**config.mk**
```make
export PLATFORM = sky130hd
export DESIGN_NAME = alu_pipe_flat
export DESIGN_NICKNAME = d
export VERILOG_FILES = /design/src/rtl/alu_pkg.sv /design/src/rtl/alu_if.sv /design/src/rtl/alu_core.sv /design/src/rtl/alu_pipe.sv /design/src/flat_wrapper.sv
export SDC_FILE = /design/constraint.sdc
export NUM_CORES = 1
export LEC_CHECK = 0
export ABC_AREA = 1
export CAP_MARGIN = 10
export CORE_UTILIZATION = 45
export CTS_BUF_LIST = sky130_fd_sc_hd__clkbuf_4
export DETAILED_ROUTE_END_ITERATION = 8
export GPL_ROUTABILITY_DRIVEN = 0
export PLACE_DENSITY = 0.79
export SLEW_MARGIN = 5
export SYNTH_ARGS = -nofsm -noshare
export SYNTH_HDL_FRONTEND = slang
export SYNTH_SLANG_ARGS = --single-unit
```
**constraint.sdc**
```tcl
create_clock -name i_clk -period 4 [get_ports i_clk]
set_input_delay 0.6 -clock i_clk [delete_from_list [all_inputs] [get_ports i_clk]]
set_output_delay 0.6 -clock i_clk [all_outputs]
set_load 0.02 [all_outputs]
```
**src/rtl/alu_pkg.sv**
```systemverilog
// Shared definitions for the pipelined ALU: function codes and flag-bit positions.
package alu_pkg;

  // Function codes (6-bit, MIPS R-type funct style)
  localparam logic [5:0] OP_ADD  = 6'b100000;
  localparam logic [5:0] OP_SUB  = 6'b100010;
  localparam logic [5:0] OP_AND  = 6'b100100;
  localparam logic [5:0] OP_OR   = 6'b100101;
  localparam logic [5:0] OP_XOR  = 6'b100110;
  localparam logic [5:0] OP_NOR  = 6'b100111;
  localparam logic [5:0] OP_SLT  = 6'b101010;
  localparam logic [5:0] OP_SLTU = 6'b101011;
  localparam logic [5:0] OP_SLL  = 6'b000000;
  localparam logic [5:0] OP_SRL  = 6'b000010;
  localparam logic [5:0] OP_SRA  = 6'b000011;

  // Bit positions inside the packed flag vector
  localparam int FLG_CARRY = 0;
  localparam int FLG_ZERO  = 1;
  localparam int FLG_NEG   = 2;
  localparam int FLG_OVF   = 3;
  localparam int FLG_ERR   = 4;
  localparam int NB_FLG    = 5;

endpackage

```
**src/rtl/alu_if.sv**
```systemverilog
// Valid/ready operand and result channels of the pipelined ALU.
// master = operand source / result consumer side, slave = ALU side.
interface alu_if #(
  parameter int NB_DATA = 8,
  parameter int NB_OP   = 6,
  parameter int NB_CNT  = 16
);
  // input channel
  logic               i_valid;
  logic               o_ready;
  logic [NB_DATA-1:0] i_data_a;
  logic [NB_DATA-1:0] i_data_b;
  logic [NB_OP-1:0]   i_op;
  // output channel
  logic               o_valid;
  logic               i_ready;
  logic [NB_DATA-1:0] o_data;
  logic               o_carry;
  logic               o_zero;
  logic               o_neg;
  logic               o_ovf;
  logic               o_err;
  logic [NB_CNT-1:0]  o_op_count;

  modport master (
    output i_valid, i_data_a, i_data_b, i_op, i_ready,
    input  o_ready, o_valid, o_data, o_carry, o_zero, o_neg, o_ovf, o_err, o_op_count
  );

  modport slave (
    input  i_valid, i_data_a, i_data_b, i_op, i_ready,
    output o_ready, o_valid, o_data, o_carry, o_zero, o_neg, o_ovf, o_err, o_op_count
  );
endinterface

```
**src/rtl/alu_core.sv**
```systemverilog
// Purely combinational ALU datapath: (a, b, op) -> (result, carry, ovf, err).
// Zero/negative are not produced here; the pipeline derives them from its
// registered result so they can never disagree with o_data.
module alu_core
  import alu_pkg::*;
#(
  parameter int NB_DATA = 8,
  parameter int NB_OP   = 6
) (
  input  logic [NB_DATA-1:0] a_i,
  input  logic [NB_DATA-1:0] b_i,
  input  logic [NB_OP-1:0]   op_i,
  output logic [NB_DATA-1:0] result_o,
  output logic               carry_o,
  output logic               ovf_o,
  output logic               err_o
);

  localparam int NB_SHAMT = $clog2(NB_DATA);
  localparam int MSB      = NB_DATA - 1;

  logic [NB_SHAMT-1:0] shamt;
  logic [NB_DATA:0]    sum;
  logic [NB_DATA:0]    diff;
  logic                lt_s;
  logic                lt_u;

  assign shamt = b_i[NB_SHAMT-1:0];
  // One extra bit captures carry-out for ADD and borrow for SUB
  assign sum   = {1'b0, a_i} + {1'b0, b_i};
  assign diff  = {1'b0, a_i} - {1'b0, b_i};
  assign lt_s  = $signed(a_i) < $signed(b_i);
  assign lt_u  = a_i < b_i;

  // Operation decode; unknown codes yield a zero result with err raised
  always_comb begin
    result_o = '0;
    carry_o  = 1'b0;
    ovf_o    = 1'b0;
    err_o    = 1'b0;
    case (op_i)
      OP_ADD: begin
        result_o = sum[NB_DATA-1:0];
        carry_o  = sum[NB_DATA];
        ovf_o    = (a_i[MSB] == b_i[MSB]) & (sum[MSB] != a_i[MSB]);
      end
      OP_SUB: begin
        result_o = diff[NB_DATA-1:0];
        carry_o  = diff[NB_DATA];
        ovf_o    = (a_i[MSB] != b_i[MSB]) & (diff[MSB] != a_i[MSB]);
      end
      OP_AND:  result_o = a_i & b_i;
      OP_OR:   result_o = a_i | b_i;
      OP_XOR:  result_o = a_i ^ b_i;
      OP_NOR:  result_o = ~(a_i | b_i);
      OP_SLT:  result_o = {{(NB_DATA-1){1'b0}}, lt_s};
      OP_SLTU: result_o = {{(NB_DATA-1){1'b0}}, lt_u};
      OP_SLL:  result_o = a_i << shamt;
      OP_SRL:  result_o = a_i >> shamt;
      OP_SRA:  result_o = $unsigned($signed(a_i) >>> shamt);
      default: err_o    = 1'b1;
    endcase
  end

endmodule

```
**src/rtl/alu_pipe.sv**
```systemverilog
// Two-stage pipelined ALU with valid/ready on both sides.
// S1 registers the operands, S2 registers the result and flags. The S1 slot
// doubles as a skid buffer so the block keeps one op per cycle and buffers
// two ops under backpressure; o_ready never depends on i_valid.
module alu_pipe
  import alu_pkg::*;
#(
  parameter int NB_DATA = 8,
  parameter int NB_OP   = 6,
  parameter int NB_CNT  = 16
) (
  input  logic i_clk,
  input  logic i_reset_n,
  alu_if.slave bus
);

  // Stage 1 state
  logic [NB_DATA-1:0] a_q,    a_d;
  logic [NB_DATA-1:0] b_q,    b_d;
  logic [NB_OP-1:0]   op_q,   op_d;
  logic               s1_v_q, s1_v_d;
  // Stage 2 state
  logic [NB_DATA-1:0] data_q,  data_d;
  logic               carry_q, carry_d;
  logic               ovf_q,   ovf_d;
  logic               err_q,   err_d;
  logic               s2_v_q,  s2_v_d;
  logic [NB_CNT-1:0]  cnt_q,   cnt_d;

  // Core outputs and handshake qualifiers
  logic [NB_DATA-1:0] core_result;
  logic               core_carry;
  logic               core_ovf;
  logic               core_err;
  logic               adv2;
  logic               accept;
  logic               xfer;
  logic               ready;
  logic [NB_FLG-1:0]  flags;

  alu_core #(
    .NB_DATA (NB_DATA),
    .NB_OP   (NB_OP)
  ) u_core (
    .a_i      (a_q),
    .b_i      (b_q),
    .op_i     (op_q),
    .result_o (core_result),
    .carry_o  (core_carry),
    .ovf_o    (core_ovf),
    .err_o    (core_err)
  );

  // S1 moves into S2 when S2 is empty or is being drained this cycle
  assign adv2   = s1_v_q & (~s2_v_q | bus.i_ready);
  assign ready  = ~s1_v_q | adv2;
  assign accept = bus.i_valid & ready;
  assign xfer   = s2_v_q & bus.i_ready;

  // Next-state for both stages and the completed-op counter
  always_comb begin
    a_d     = a_q;
    b_d     = b_q;
    op_d    = op_q;
    s1_v_d  = s1_v_q;
    data_d  = data_q;
    carry_d = carry_q;
    ovf_d   = ovf_q;
    err_d   = err_q;
    s2_v_d  = s2_v_q;
    cnt_d   = cnt_q;

    if (accept) begin
      a_d    = bus.i_data_a;
      b_d    = bus.i_data_b;
      op_d   = bus.i_op;
      s1_v_d = 1'b1;
    end else if (adv2) begin
      s1_v_d = 1'b0;
    end

    // S2 only reloads on advance, so its contents hold while stalled
    if (adv2) begin
      data_d  = core_result;
      carry_d = core_carry;
      ovf_d   = core_ovf;
      err_d   = core_err;
      s2_v_d  = 1'b1;
    end else if (xfer) begin
      s2_v_d = 1'b0;
    end

    if (xfer) begin
      cnt_d = cnt_q + NB_CNT'(1);
    end
  end

  // Pipeline registers; reset drops in-flight ops immediately
  always_ff @(posedge i_clk or negedge i_reset_n) begin
    if (!i_reset_n) begin
      a_q     <= '0;
      b_q     <= '0;
      op_q    <= '0;
      s1_v_q  <= 1'b0;
      data_q  <= '0;
      carry_q <= 1'b0;
      ovf_q   <= 1'b0;
      err_q   <= 1'b0;
      s2_v_q  <= 1'b0;
      cnt_q   <= '0;
    end else begin
      a_q     <= a_d;
      b_q     <= b_d;
      op_q    <= op_d;
      s1_v_q  <= s1_v_d;
      data_q  <= data_d;
      carry_q <= carry_d;
      ovf_q   <= ovf_d;
      err_q   <= err_d;
      s2_v_q  <= s2_v_d;
      cnt_q   <= cnt_d;
    end
  end

  // Flag bundle; zero/neg come straight from the registered result
  always_comb begin
    flags            = '0;
    flags[FLG_CARRY] = carry_q;
    flags[FLG_ZERO]  = ~|data_q;
    flags[FLG_NEG]   = data_q[NB_DATA-1];
    flags[FLG_OVF]   = ovf_q;
    flags[FLG_ERR]   = err_q;
  end

  assign bus.o_ready    = ready;
  assign bus.o_valid    = s2_v_q;
  assign bus.o_data     = data_q;
  assign bus.o_carry    = flags[FLG_CARRY];
  assign bus.o_zero     = flags[FLG_ZERO];
  assign bus.o_neg      = flags[FLG_NEG];
  assign bus.o_ovf      = flags[FLG_OVF];
  assign bus.o_err      = flags[FLG_ERR];
  assign bus.o_op_count = cnt_q;

endmodule

```
**src/flat_wrapper.sv**
```systemverilog
// flat-port wrapper written by rule: the top's interface ports become plain ports
module alu_pipe_flat import alu_pkg::*;
#(
  parameter int NB_DATA = 8,
  parameter int NB_OP   = 6,
  parameter int NB_CNT  = 16
)
  (i_clk, i_reset_n, bus_i_valid, bus_i_data_a, bus_i_data_b, bus_i_op, bus_i_ready, bus_o_ready, bus_o_valid, bus_o_data, bus_o_carry, bus_o_zero, bus_o_neg, bus_o_ovf, bus_o_err, bus_o_op_count);
  alu_if #(.NB_DATA(NB_DATA), .NB_OP(NB_OP), .NB_CNT(NB_CNT)) bus_i ();
  input  logic i_clk;
  input  logic i_reset_n;
  input wire logic [$bits(bus_i.i_valid)-1:0] bus_i_valid;
  input wire logic [$bits(bus_i.i_data_a)-1:0] bus_i_data_a;
  input wire logic [$bits(bus_i.i_data_b)-1:0] bus_i_data_b;
  input wire logic [$bits(bus_i.i_op)-1:0] bus_i_op;
  input wire logic [$bits(bus_i.i_ready)-1:0] bus_i_ready;
  output wire logic [$bits(bus_i.o_ready)-1:0] bus_o_ready;
  output wire logic [$bits(bus_i.o_valid)-1:0] bus_o_valid;
  output wire logic [$bits(bus_i.o_data)-1:0] bus_o_data;
  output wire logic [$bits(bus_i.o_carry)-1:0] bus_o_carry;
  output wire logic [$bits(bus_i.o_zero)-1:0] bus_o_zero;
  output wire logic [$bits(bus_i.o_neg)-1:0] bus_o_neg;
  output wire logic [$bits(bus_i.o_ovf)-1:0] bus_o_ovf;
  output wire logic [$bits(bus_i.o_err)-1:0] bus_o_err;
  output wire logic [$bits(bus_i.o_op_count)-1:0] bus_o_op_count;
  assign bus_i.i_valid = bus_i_valid;
  assign bus_i.i_data_a = bus_i_data_a;
  assign bus_i.i_data_b = bus_i_data_b;
  assign bus_i.i_op = bus_i_op;
  assign bus_i.i_ready = bus_i_ready;
  assign bus_o_ready = bus_i.o_ready;
  assign bus_o_valid = bus_i.o_valid;
  assign bus_o_data = bus_i.o_data;
  assign bus_o_carry = bus_i.o_carry;
  assign bus_o_zero = bus_i.o_zero;
  assign bus_o_neg = bus_i.o_neg;
  assign bus_o_ovf = bus_i.o_ovf;
  assign bus_o_err = bus_i.o_err;
  assign bus_o_op_count = bus_i.o_op_count;
  alu_pipe #(.NB_DATA(NB_DATA), .NB_OP(NB_OP), .NB_CNT(NB_CNT)) u_core (.i_clk(i_clk), .i_reset_n(i_reset_n), .bus(bus_i));
endmodule
```
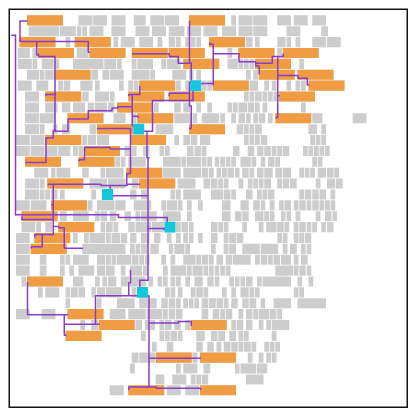
Run 1: clock wires, drivers and flops
Drawn at 4 px/um.
[cells driving clock nets] cyan | count: 5
[flip-flops] orange | count: 51
[clock wires] purple | length: 644 um
routed clock nets: 6
clock power share: 15.4%
Clk. pwr: 0.305 mW

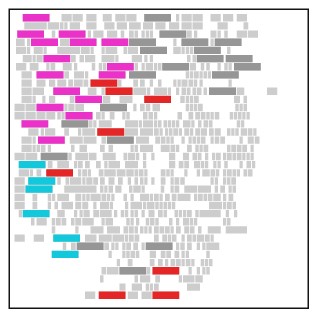
Run 1: where the registers sit
Drawn at 3 px/um. Other sequential cells in the stronger grey, the rest of the logic in the fainter grey.
[u_core.bus.o_op_count] magenta | flops: 16 | where: north-west
[u_core.a_q] red | flops: 8
[u_core.op_q] cyan | flops: 6
not coloured: 21

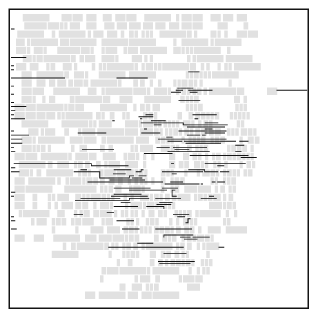
Run 1: met3 routing
Drawn at 3 px/um. Cells faint in the background.
main direction: horizontal
nets with wire on the layer: 100
longest straight run: 25.8 um

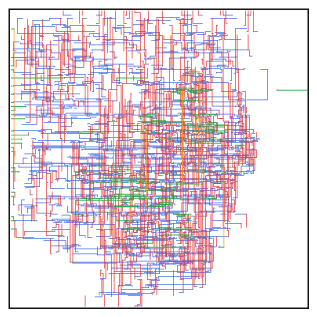
Run 1: signal wires by layer
Drawn at 3 px/um.
[met3] green | wire length: 804 um
[met2] red | wire length: 5,300 um
[met1] blue | wire length: 4,880 um
[met4] orange | wire length: 278 um
GRT Total Usage: 23.7%
wire per inst: 14.7 um

==> run 1: registers in the layout, indices dropped and copies added (netlist names) <==
| register | count |
|---|---|
| u_core.a_q | 8 |
| u_core.b_q | 8 |
| u_core.bus.o_carry | 1 |
| u_core.bus.o_data | 8 |
| u_core.bus.o_err | 1 |
| u_core.bus.o_op_count | 16 |
| u_core.bus.o_ovf | 1 |
| u_core.bus.o_valid | 1 |
| u_core.op_q | 6 |
| u_core.s1_v_q | 1 |
==> run 1: path summary, 6_finish.rpt <==
check,end,cells after the start
setup / recovery,u_core.bus.o_data[6]$_DFFE_PN0P_,14
hold / removal,u_core.bus.o_data[4]$_DFFE_PN0P_,1
setup reg to reg,u_core.bus.o_data[6]$_DFFE_PN0P_,14
hold reg to reg,u_core.bus.o_err$_DFFE_PN0P_,2
max in group asynchronous,u_core.op_q[2]$_DFFE_PN0P_,2
min in group i_clk,u_core.bus.o_err$_DFFE_PN0P_,2
==> run 1: per-stage QoR <==
stage	cells	utilization [%]	hold slack (ps)	instance area, um^2
finish	766	53.4	54.9	4910
global route	766	53.4	51.9	4910
CTS	766	53.4	37.7	4910
detailed placement	758	52.5	475	4830
global placement	758	52.5	477	4830
floorplan	610	-	304	4250
==> run 1: power by group <==
| group | leakage, nW | internal [mW] | switching [mW] |
|---|---|---|---|
| logic | 1.79 | 0.354 | 0.609 |
| clock network | 0.0432 | 0.132 | 0.173 |
| registers | 0.624 | 0.599 | 0.119 |
| total | 2.46 | 1.09 | 0.900 |
==> run 1: cell families after synthesis <==
family	Yosys count	share of synthesized area (%)
AND-OR/OR-AND	51	6.77
flip-flops	51	30.0
XOR/XNOR	15	3.09
multiplexers	1	0.265
buffers and inverters	84	8.60
AND/OR/NAND/NOR	380	42.6
adder cells (fa/ha/maj)	28	8.60
==> impl_metrics.tcl, run 1 <==
# place-and-route summary
set metrics [dict create \
    ioPinCount 57 \
    power_mw 1.99 \
    ys_seq_share_pct 30.0 \
    synthArstFlopShare_pct 100 \
    synthCells 610 \
    coreArea_um2 9200 \
    ff_type "dfrtp_1" \
    slew_headroom_pct 42.8 \
    powerDensity_nw_per_um2 405 \
    flops 51 \
    syn_area_per_cell_um2 6.96 \
    cts_tree "done" \
    top_layer "met4" \
    ant_nets 0 \
    end_kind "flop" \
    rows 35 \
    holdBufCountCts 0 \
    synthesis.nets 664 \
    hold_path.class "in2async" \
    dieArea_um2 9830 \
    dr_wl_met2_mm 5.30 \
    grt_pass1_vias 4106 \
    openroad.warnings 43 \
    sh_comb_area_pct 53.1 \
    routed_via_density 5.63 \
    r2r-start "u_core.b_q[1]$_DFFE_PN0P_" \
    yosysTopAreaCell "dfrtp_1" \
    status "completed" \
    largest_class "multi-input combinational cells" \
    die_w_um 99.2 \
    lay_top_cells "nand2_1, nand3_1, inv_1" \
    cts_setup_buffers 0 \
    clk_share_pct 1.63 \
]
Run 1, track usage over the die:
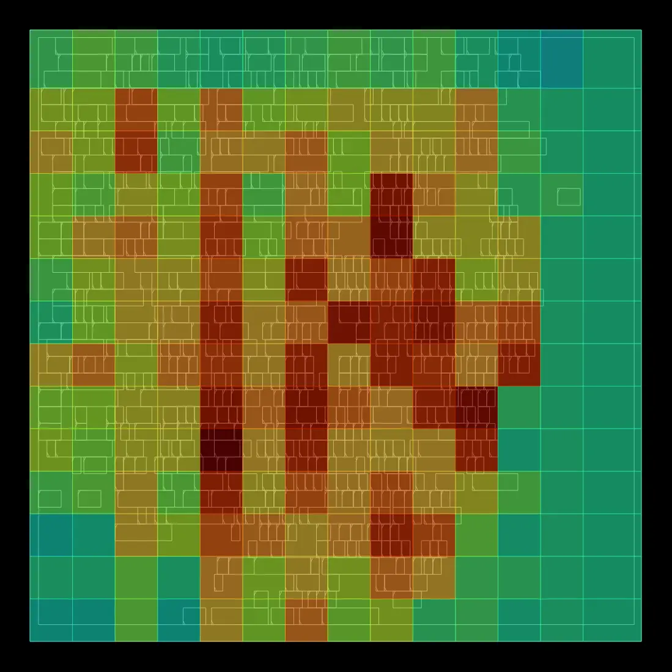

--- run 2 (diff from run 1) ---
Clock period 4 ns to 2.6 ns, I/O delays scaled along.
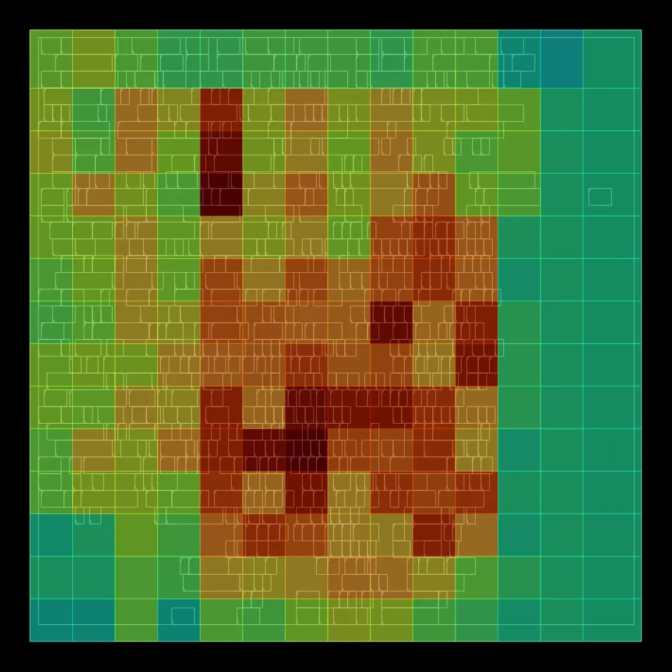
Run 2: track usage over the die
Top Usage Layer GRT: met2
grt met3 use: 5.34%
final core utilization: 53.5%

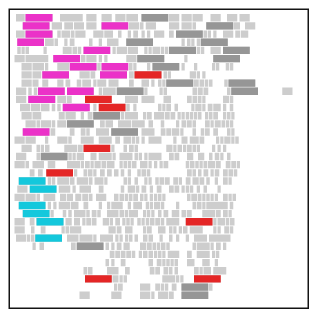
Run 2: where the registers sit
Drawn at 3 px/um. Other sequential cells in the stronger grey, the rest of the logic in the fainter grey.
[u_core.bus.o_op_count] magenta | flops: 16 | where: north-west
[u_core.a_q] red | flops: 8
[u_core.op_q] cyan | flops: 6
not coloured: 21
flop share of the area: 25.9%
register area: 1280 um^2

==> impl_metrics.tcl, run 2 <==
# place-and-route summary
set metrics [dict create \
    intPower_mw 1.58 \
    grt_usage_pct 23.7 \
    cts_tree "done" \
    design_area_um2 4920 \
    p_seq_share_pct 36.6 \
    power_mw 2.98 \
    holdBufCountCts 0 \
    die_w_um 99.2 \
    p_sw_share_pct 46.8 \
    hold_path.class "in2async" \
    ys_sh_xor_pct 3.09 \
    sh_comb_area_pct 53.0 \
    p_switching_mw 1.39 \
    synthesis.nets 664 \
    slew_headroom_pct 56.3 \
    worst-r2r-cell-count 15 \
    powerDensity_nw_per_um2 605 \
    power_frac_comb_pct 50.4 \
    flops 51 \
    ioPinCount 57 \
    finalNonFillerCells 771 \
    clock_power_share_pct 13.0 \
    yosysTopAreaCell "dfrtp_1" \
    wl_per_cell_um 14.8 \
    end_kind "primary output" \
    rows 35 \
    ff_type "dfrtp_1" \
    ant_nets 0 \
    synthArstFlopShare_pct 100 \
    synthCells 610 \
    clk_share_pct 1.12 \
    post_synth_ao_oa_area_fraction_pct 6.77 \
    lay_top_cells "nand2_1, nand3_1, inv_1" \
    largest_reg_flops 16 \
    largest_class "multi-input combinational cells" \
    routed_via_density 5.58 \
    topCombFamilyByArea "simple AND/OR/NAND/NOR gates" \
    grt_pass1_vias 4000 \
    whs_ps 78.9 \
    coreArea_um2 9200 \
    status "completed" \
    placed_area_um2 4870 \
]
## run 2: cell counts after synthesis
No cell type changed its count.
## run 2: path summary, 6_finish.rpt
path	start	to	slack, ps
worst max-delay path	u_core.bus.o_data[5]$_DFFE_PN0P_	bus_o_zero	200
worst min-delay path	i_reset_n	u_core.bus.o_data[4]$_DFFE_PN0P_	80
worst max register to register	u_core.b_q[0]$_DFFE_PN0P_	u_core.bus.o_data[6]$_DFFE_PN0P_	360
worst min register to register	u_core.bus.o_ovf$_DFFE_PN0P_	u_core.bus.o_ovf$_DFFE_PN0P_	510
max in group asynchronous	i_reset_n	u_core.a_q[0]$_DFFE_PN0P_	2080
min in group i_clk	u_core.bus.o_ovf$_DFFE_PN0P_	u_core.bus.o_ovf$_DFFE_PN0P_	510
## run 2: kinds of logic after synthesis
group / Yosys count
muxes: 1
DFF: 51
xor gates and xnor gates: 15
adders and majority gates: 28
and+or+nand+nor: 380
AOI/OAI and AO/OA: 51
buffers and inverters: 84
## run 2: power by group through the flow
stage / logic (mW) / registers, mW / clock network, mW
after floorplan: 0.959 / 1.16 / 0
after global placement: 1.44 / 1.09 / 0
after detailed placement: 1.48 / 1.10 / 0
after CTS: 1.48 / 1.09 / 0.390
after global routing: 1.66 / 1.11 / 0.413
final: 1.50 / 1.09 / 0.387
## run 2: layer usage
| metal | global-route usage [%] | vias up | wire length [um] |
|---|---|---|---|
| li1 | - | 2069 | - |
| met1 | 30.1 | 1942 | 4500 |
| met2 | 38.1 | 242 | 5230 |
| met3 | 5.34 | 52 | 1120 |
| met4 | 12.4 | 0 | 576 |
| met5 | 0 | - | 0 |
## run 2: critical path, stage by stage (launching register included)
cell	delay (ps)
dfrtp_1	430
nor4_1	330
nand2_1	90
nor3_1	140
clkdlybuf4s50_1	630
Power and IR drop assume default switching activity.
